[src/rtl/fetch_unit.sv]
// fetch_unit: RV32I instruction fetch stage with PC, imem req/valid handshake and retire counter
// Ports: clk/rst; PC_sel, PC_target, stall from controller/datapath;
//   imem_req, imem_addr, imem_rdata, imem_valid to instruction memory;
//   instr + decode slices, instr_valid, PC, PC_plus4, instret, misalign_fault to the core.
// Optional FETCH_MISALIGN_TRAP_EN: misaligned next PC traps into FAULT instead of being aligned.
module fetch_unit #(
  parameter logic [31:0] RESET_PC  = 32'h0000_0000,
  parameter logic [31:0] NOP_INSTR = 32'h0000_0013
) (
  input  logic        clk,
  input  logic        rst,
  input  logic        PC_sel,
  input  logic [31:0] PC_target,
  input  logic        stall,
  output logic        imem_req,
  output logic [31:0] imem_addr,
  input  logic [31:0] imem_rdata,
  input  logic        imem_valid,
  output logic [31:0] instr,
  output logic [6:0]  opcode,
  output logic [2:0]  funct3,
  output logic        funct7b5,
  output logic [4:0]  rd,
  output logic [4:0]  rs1,
  output logic [4:0]  rs2,
  output logic        instr_valid,
  output logic [31:0] PC,
  output logic [31:0] PC_plus4,
  output logic [31:0] instret,
  output logic        misalign_fault
);
  typedef enum logic [1:0] {BOOT, WAIT, HOLD, FAULT} state_t;
  state_t      state_q, state_d;
  logic [31:0] pc_q, pc_d, instr_q, instr_d, instret_q, instret_d, tgt, next_pc;
  logic        iv_q, iv_d, req_q, req_d, fault_q, fault_d, retire, fetch, mis;
  assign PC_plus4 = pc_q + 32'd4;
`ifdef FETCH_MISALIGN_TRAP_EN
  assign tgt = PC_target;
  assign mis = next_pc[1:0] != 2'b00;
`else
  // Low target bits are dropped so the PC stays word aligned without a trap path.
  assign tgt = PC_target & ~32'h3;
  assign mis = 1'b0;
`endif
  assign next_pc = PC_sel ? tgt : PC_plus4;
  assign retire  = state_q == HOLD && !stall;
  assign fetch   = state_q == WAIT && imem_valid;
  always_ff @(posedge clk) begin
    if (rst) begin
      state_q   <= BOOT;
      pc_q      <= RESET_PC;
      instr_q   <= NOP_INSTR;
      iv_q      <= 1'b0;
      instret_q <= 32'd0;
      req_q     <= 1'b0;
      fault_q   <= 1'b0;
    end else begin
      state_q   <= state_d;
      pc_q      <= pc_d;
      instr_q   <= instr_d;
      iv_q      <= iv_d;
      instret_q <= instret_d;
      req_q     <= req_d;
      fault_q   <= fault_d;
    end
  end
  always_comb begin
    state_d = state_q == BOOT ? WAIT :
              state_q == WAIT ? (imem_valid ? HOLD : WAIT) :
              state_q == HOLD ? (stall ? HOLD : (mis ? FAULT : WAIT)) : state_q;
  end
  // Request and fault flags are computed from the next state so they come straight off flops.
  always_comb begin
    pc_d      = retire ? next_pc : pc_q;
    instret_d = retire ? instret_q + 32'd1 : instret_q;
    instr_d   = fetch ? imem_rdata : retire ? NOP_INSTR : instr_q;
    iv_d      = fetch | (iv_q & ~retire);
    req_d     = state_d == WAIT;
    fault_d   = state_d == FAULT;
  end
  assign imem_req       = req_q;
  assign imem_addr      = pc_q;
  assign PC             = pc_q;
  assign instr          = instr_q;
  assign instr_valid    = iv_q;
  assign instret        = instret_q;
  assign misalign_fault = fault_q;
  assign opcode         = instr_q[6:0];
  assign funct3         = instr_q[14:12];
  assign funct7b5       = instr_q[30];
  assign rd             = instr_q[11:7];
  assign rs1            = instr_q[19:15];
  assign rs2            = instr_q[24:20];
endmodule

[config.mk]
export PLATFORM = sky130hd
export DESIGN_NAME = fetch_unit
export DESIGN_NICKNAME = d
export VERILOG_FILES = /design/src/rtl/fetch_unit.sv
export SDC_FILE = /design/constraint.sdc
export NUM_CORES = 1
export LEC_CHECK = 0
export CELL_PAD_IN_SITES_DETAIL_PLACEMENT = 0
export CELL_PAD_IN_SITES_GLOBAL_PLACEMENT = 1
export CORE_MARGIN = 2
export CORE_UTILIZATION = 29
export CTS_BUF_LIST = sky130_fd_sc_hd__clkbuf_4 sky130_fd_sc_hd__clkbuf_8 sky130_fd_sc_hd__clkbuf_16
export DETAILED_ROUTE_END_ITERATION = 7
export PLACE_DENSITY_LB_ADDON = 0.1
export SLEW_MARGIN = 30
export SYNTH_ARGS = -nofsm -noshare
export SYNTH_HDL_FRONTEND = slang
export SYNTH_SLANG_ARGS = --single-unit
export TNS_END_PERCENT = 1
[constraint.sdc]
create_clock -name clk -period 2.71 [get_ports clk]
set_clock_uncertainty 0.1 [all_clocks]
set_input_delay 0.271 -clock clk [delete_from_list [all_inputs] [get_ports clk]]
set_output_delay 0.271 -clock clk [all_outputs]
set_load 0.005 [all_outputs]
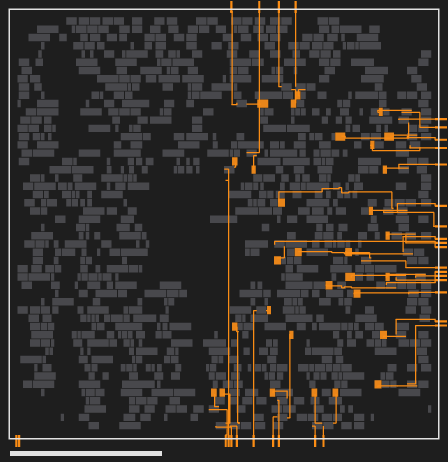
Fig. 1. Nets reached from selected ports.
Scale bar: 50 µm.
Orange is PC_target, bits 32, direction input, edge 17 east, 11 south, 4 north, end cells 30, buffers 30, wire 1070 µm.
number of buffers added on ports: 249
number of primary I/O pins: 258

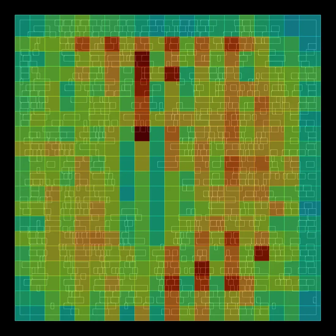
Fig. 2. Routing congestion map.
overall global routing resource usage: 0.181
routed length per placed instance: 16.7 µm
met3 usage in global routing: 0.0363

==> notes.md <==
Notes on the physical implementation.

- The run finished, with violations left.
- The final reports fail on setup timing.
- The total via count after detailed routing is 5479, for reference.
- For reference, the critical path is launched at PC[12]$_SDFFE_PP0P_.
- The pre-CTS setup slack is 0.0477 ns, for reference.
- According to the timing report, the arrival time at the worst endpoint equals 2.36 ns.
- The die span in x is 141 µm, for reference.
- Entering global routing, the biggest net connects 58 pins.
- Based on the critical path, the design can be clocked at up to 366 MHz.
- The number of antenna violations at the first check in global routing is 1, for reference.
- The most critical setup path has its endpoint at PC_plus4[18].
- The final setup violation count is 2, for reference.
- The final timing report derives a shortest allowable period of 2.74 ns.
- The number of DRC violations after detailed-routing iteration 0 is 237, for reference.
- The most critical min-delay path falls under in2reg.
- The area growth from synthesis to final layout is 54.5%, for reference.
- The launch point of the worst min-delay path is recorded as rst.
- The standby leakage power is 3.16 nW, for reference.
- Setup total negative slack on the finished layout was measured at -0.0369 ns.
- Of the cells placed in the final design, the portion with a size suffix greater than 1 is 0.128.
- The total count of hold-check failures in the final report is 0, for reference.
- The launch instance of the worst register-to-register path is state_q[1]$_SDFF_PP0_, for reference.
- The starting utilization of the core area is 0.293, for reference.
- Setup repair after global routing could not meet its margin everywhere.
- Counting the warning lines in the Yosys log gives 0.
- The post-synth design cell area is 5440 µm², for reference.
- The max-slew check reports its worst relative slack as 0.533.
- In the log, the iteration count for the first detailed-route pass is 5.
- The via count of the first global-routing pass is 5345, for reference.
- For this run, asynchronously set or reset flops after synthesis account for 0.
- STA puts the critical path data required time at 2.34 ns.
- STA classifies the critical path startpoint as a flop.
- The die covers 19900 µm².
- The largest driver fanout on the critical path is 5, for reference.
- The worst setup path is captured at an output port.
- The number of unique standard cell types used by synthesis is 52, for reference.
- The number of violations of the max-capacitance limit is 0, for reference.
- Summing over the stages, the warning tally comes to 30.
- The clock passes through at most 2 buffers.
- Using the TritonRoute via totals, the vias-per-cell ratio works out to 4.96.
- Clock tree synthesis selected as its root buffer the cell clkbuf_16.
- The power per cell area is 396 nW/µm², for reference.
- For the pin with the worst max-slew slack, the measured transition is 0.699 ns.
- The TritonCTS clock tree is yes, for reference.
- The CTS log lists the clock sinks for this run as 99.
- For this run, the chip area from Yosys synthesis comes to 5440 µm².
- The filler cells instantiated in the layout total 1870.
- TritonCTS created 9 clock buffers.
- Nets still carrying antenna violations after routing amount to 0.
- The worst hold slack is 0.176 ns, for reference.
- Counting every instance in the synthesized netlist gives 665.
- Looking at the VDD voltage map, the peak drop is 0.270 mV.
- The cell depth of the worst min-delay path is 2, for reference.
- RePlAce ended its routability-driven mode at a weighted congestion of 0.837.
- The first-pass GRT wire length is 28.9 mm, for reference.
- The final routed wirelength across all metal layers is 18.4 mm, for reference.
- Counting pins that exceed their max-slew limit in the final report gives 0.
- The commonest register cell is dfxtp_1.
- The destination of the worst hold path is instret[18]$_SDFFE_PP0P_, for reference.
- The number of standard cells reported by yosys is 665, for reference.
- The proportion of synthesized chip area in sequential cells is 0.364, for reference.
- The overall die height is 141 µm, for reference.
- TritonRoute reported its final design rule violation total as 0.
- As reported, the later end of the worst-skew pair has a clock insertion delay of 0.35 ns.
- After legalization and detailed placement, the total HPWL measured 13.5 mm.
- The count of flip-flops with a built-in enable after synthesis is 0, for reference.
- The worst register-to-register path depth is 4.
- According to the floorplan log, the row count is 50.
- The mean post-synth cell area is 8.18 µm², for reference.
- The area of the core is 18600 µm², for reference.
- The critical path is of the reg2out type.
- For reference, the clock transition at the flip-flops on the worst setup and hold paths is 0.07 ns.
- The total congestion overflow is 0, for reference.
- The count of state elements after synthesis is 99, for reference.
- The clock H-tree reported by CTS has 3 levels.
- The capture point of the worst register-to-register path is recorded as instret[15]$_SDFFE_PP0P_.
- After clock tree synthesis, the flow added hold-fix buffers numbering 0.
- According to the finish report, the design has a final net count of 935.
- The setup slack of the worst register-to-register path is 0.37 ns, for reference.
- The multi-input logic area is 2920 µm², for reference.
- In the finished design, the share of the clock period the worst path needs comes to 1.01.
- After layout, the worst setup slack is -0.0252 ns.
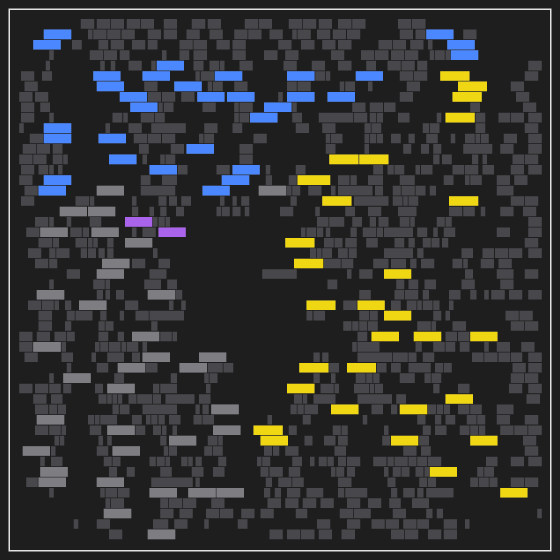
Fig. 3. Register map, names as in the netlist.
Other sequential cells in the stronger grey, the rest of the logic in the fainter grey.
Yellow is PC, flops 30. Blue is instr, flops 32. Purple is state_q, flops 2.
FF+latch area: 2000 µm²
post-layout util: 0.453

-- state kept, by name, indices dropped and copies added (netlist names) --
| register | count |
|---|---|
| imem_req | 1 |
| misalign_fault | 1 |
| instr_valid | 1 |
| state_q | 2 |
| instr | 32 |
| PC | 30 |
| instret | 32 |
-- worst max-delay path, cell delays in order, from the launching register on --
cell	delay (ns)
dfxtp_2	0.36
nand4_4	0.16
buf_6	0.18
or4_4	0.58
xnor2_2	0.20
clkdlybuf4s50_1	0.53
-- routing by layer --
layer  GRT usage  vias to the layer above  share of wire  routed length [µm]
met5           0                        -              0                   0
met4      0.0716                        0          0.020                 374
met3      0.0363                       27          0.050                 929
met2       0.307                      166           0.49                9040
met1       0.226                     2601           0.44                8090
li1            -                     2685              -                   -
-- Yosys cell counts (all sizes together), types with 5 or more instances --
master  instances  area (µm²)
and2            5        31.3
a22oi          33         248
o21ai          17        85.1
o31ai           6        45.0
nand2          41         154
dfxtp          99        1980
and3           14        87.6
o41ai           5        43.8
inv             8        30.0
nor4            8        98.9
clkbuf         35         131
nor2b           9        56.3
xnor2          35         307
a21oi          21         105
nor2           84         315
buf            74         519
nor3           20         105
or4             8        63.8
a31oi          11        68.8
or3             6        37.5
mux2i           7        70.1
nand2b          5        31.3
xor2           16         140
nand3          32         160
nand4          25         175
a22o            5        43.8
-- timing repair --
| action | CTS | global route |
|---|---|---|
| resized | 26 | 23 |
| setup endpoints to repair | 18 | 18 |
| buffers inserted | 4 | 2 |
| pin swaps | 6 | 4 |
-- through the flow --
step,instance area (µm²),total power [mW],cells
2_1_floorplan,5460,1.75,670
3_3_place_gp,7890,1.99,1081
3_5_place_dp,7900,1.99,1081
4_1_cts,8330,3.39,1101
5_1_grt,8410,3.48,1104
6_report,8410,3.33,1104
-- placed cells by master (no fill, tap or decap), types with 7 or more instances in the layout --
master,n
a21oi_1,21
a22oi_1,33
a31oi_1,11
and3_1,13
buf_4,40
clkbuf_16,9
clkdlybuf4s50_1,238
dfxtp_1,84
dfxtp_2,14
inv_1,8
mux2i_1,7
nand2_1,40
nand3_1,28
nand4_1,22
nor2_1,78
nor2b_1,9
nor3_1,19
o21ai_0,17
xnor2_1,33
xor2_1,16
-- cell families (layout without fill, tap and decap cells) --
kind of cell | after synthesis | in the layout | synth area share
compound gates | 116 | 116 | 0.145
xor+xnor | 51 | 51 | 0.0821
fa+ha+maj | 2 | 2 | 0.00460
buf+inv | 117 | 316 | 0.125
flops | 99 | 99 | 0.364
mux | 9 | 9 | 0.0170
other cells | 1 | 7 | 0.000689
simple gates | 270 | 270 | 0.261
-- power breakdown --
part / leakage [nW] / switching [mW] / total, mW / internal, mW
Clock: 0.153 / 0.633 / 1.38 / 0.743
Combinational: 2.20 / 0.176 / 0.429 / 0.254
Sequential: 0.810 / 0.0343 / 1.52 / 1.49
Total: 3.16 / 0.843 / 3.33 / 2.49
-- final cells by class --
type,instances,area share
flip-flops and latches,99,0.238
clock buffers,9,0.0268
repair buffers,292,0.338
diodes,1,0.000298
clock inverters,7,0.0112
inverters,8,0.00357
well taps,234,0.0348
multi-input cells,454,0.347
Power is estimated from default activity; no workload was simulated.
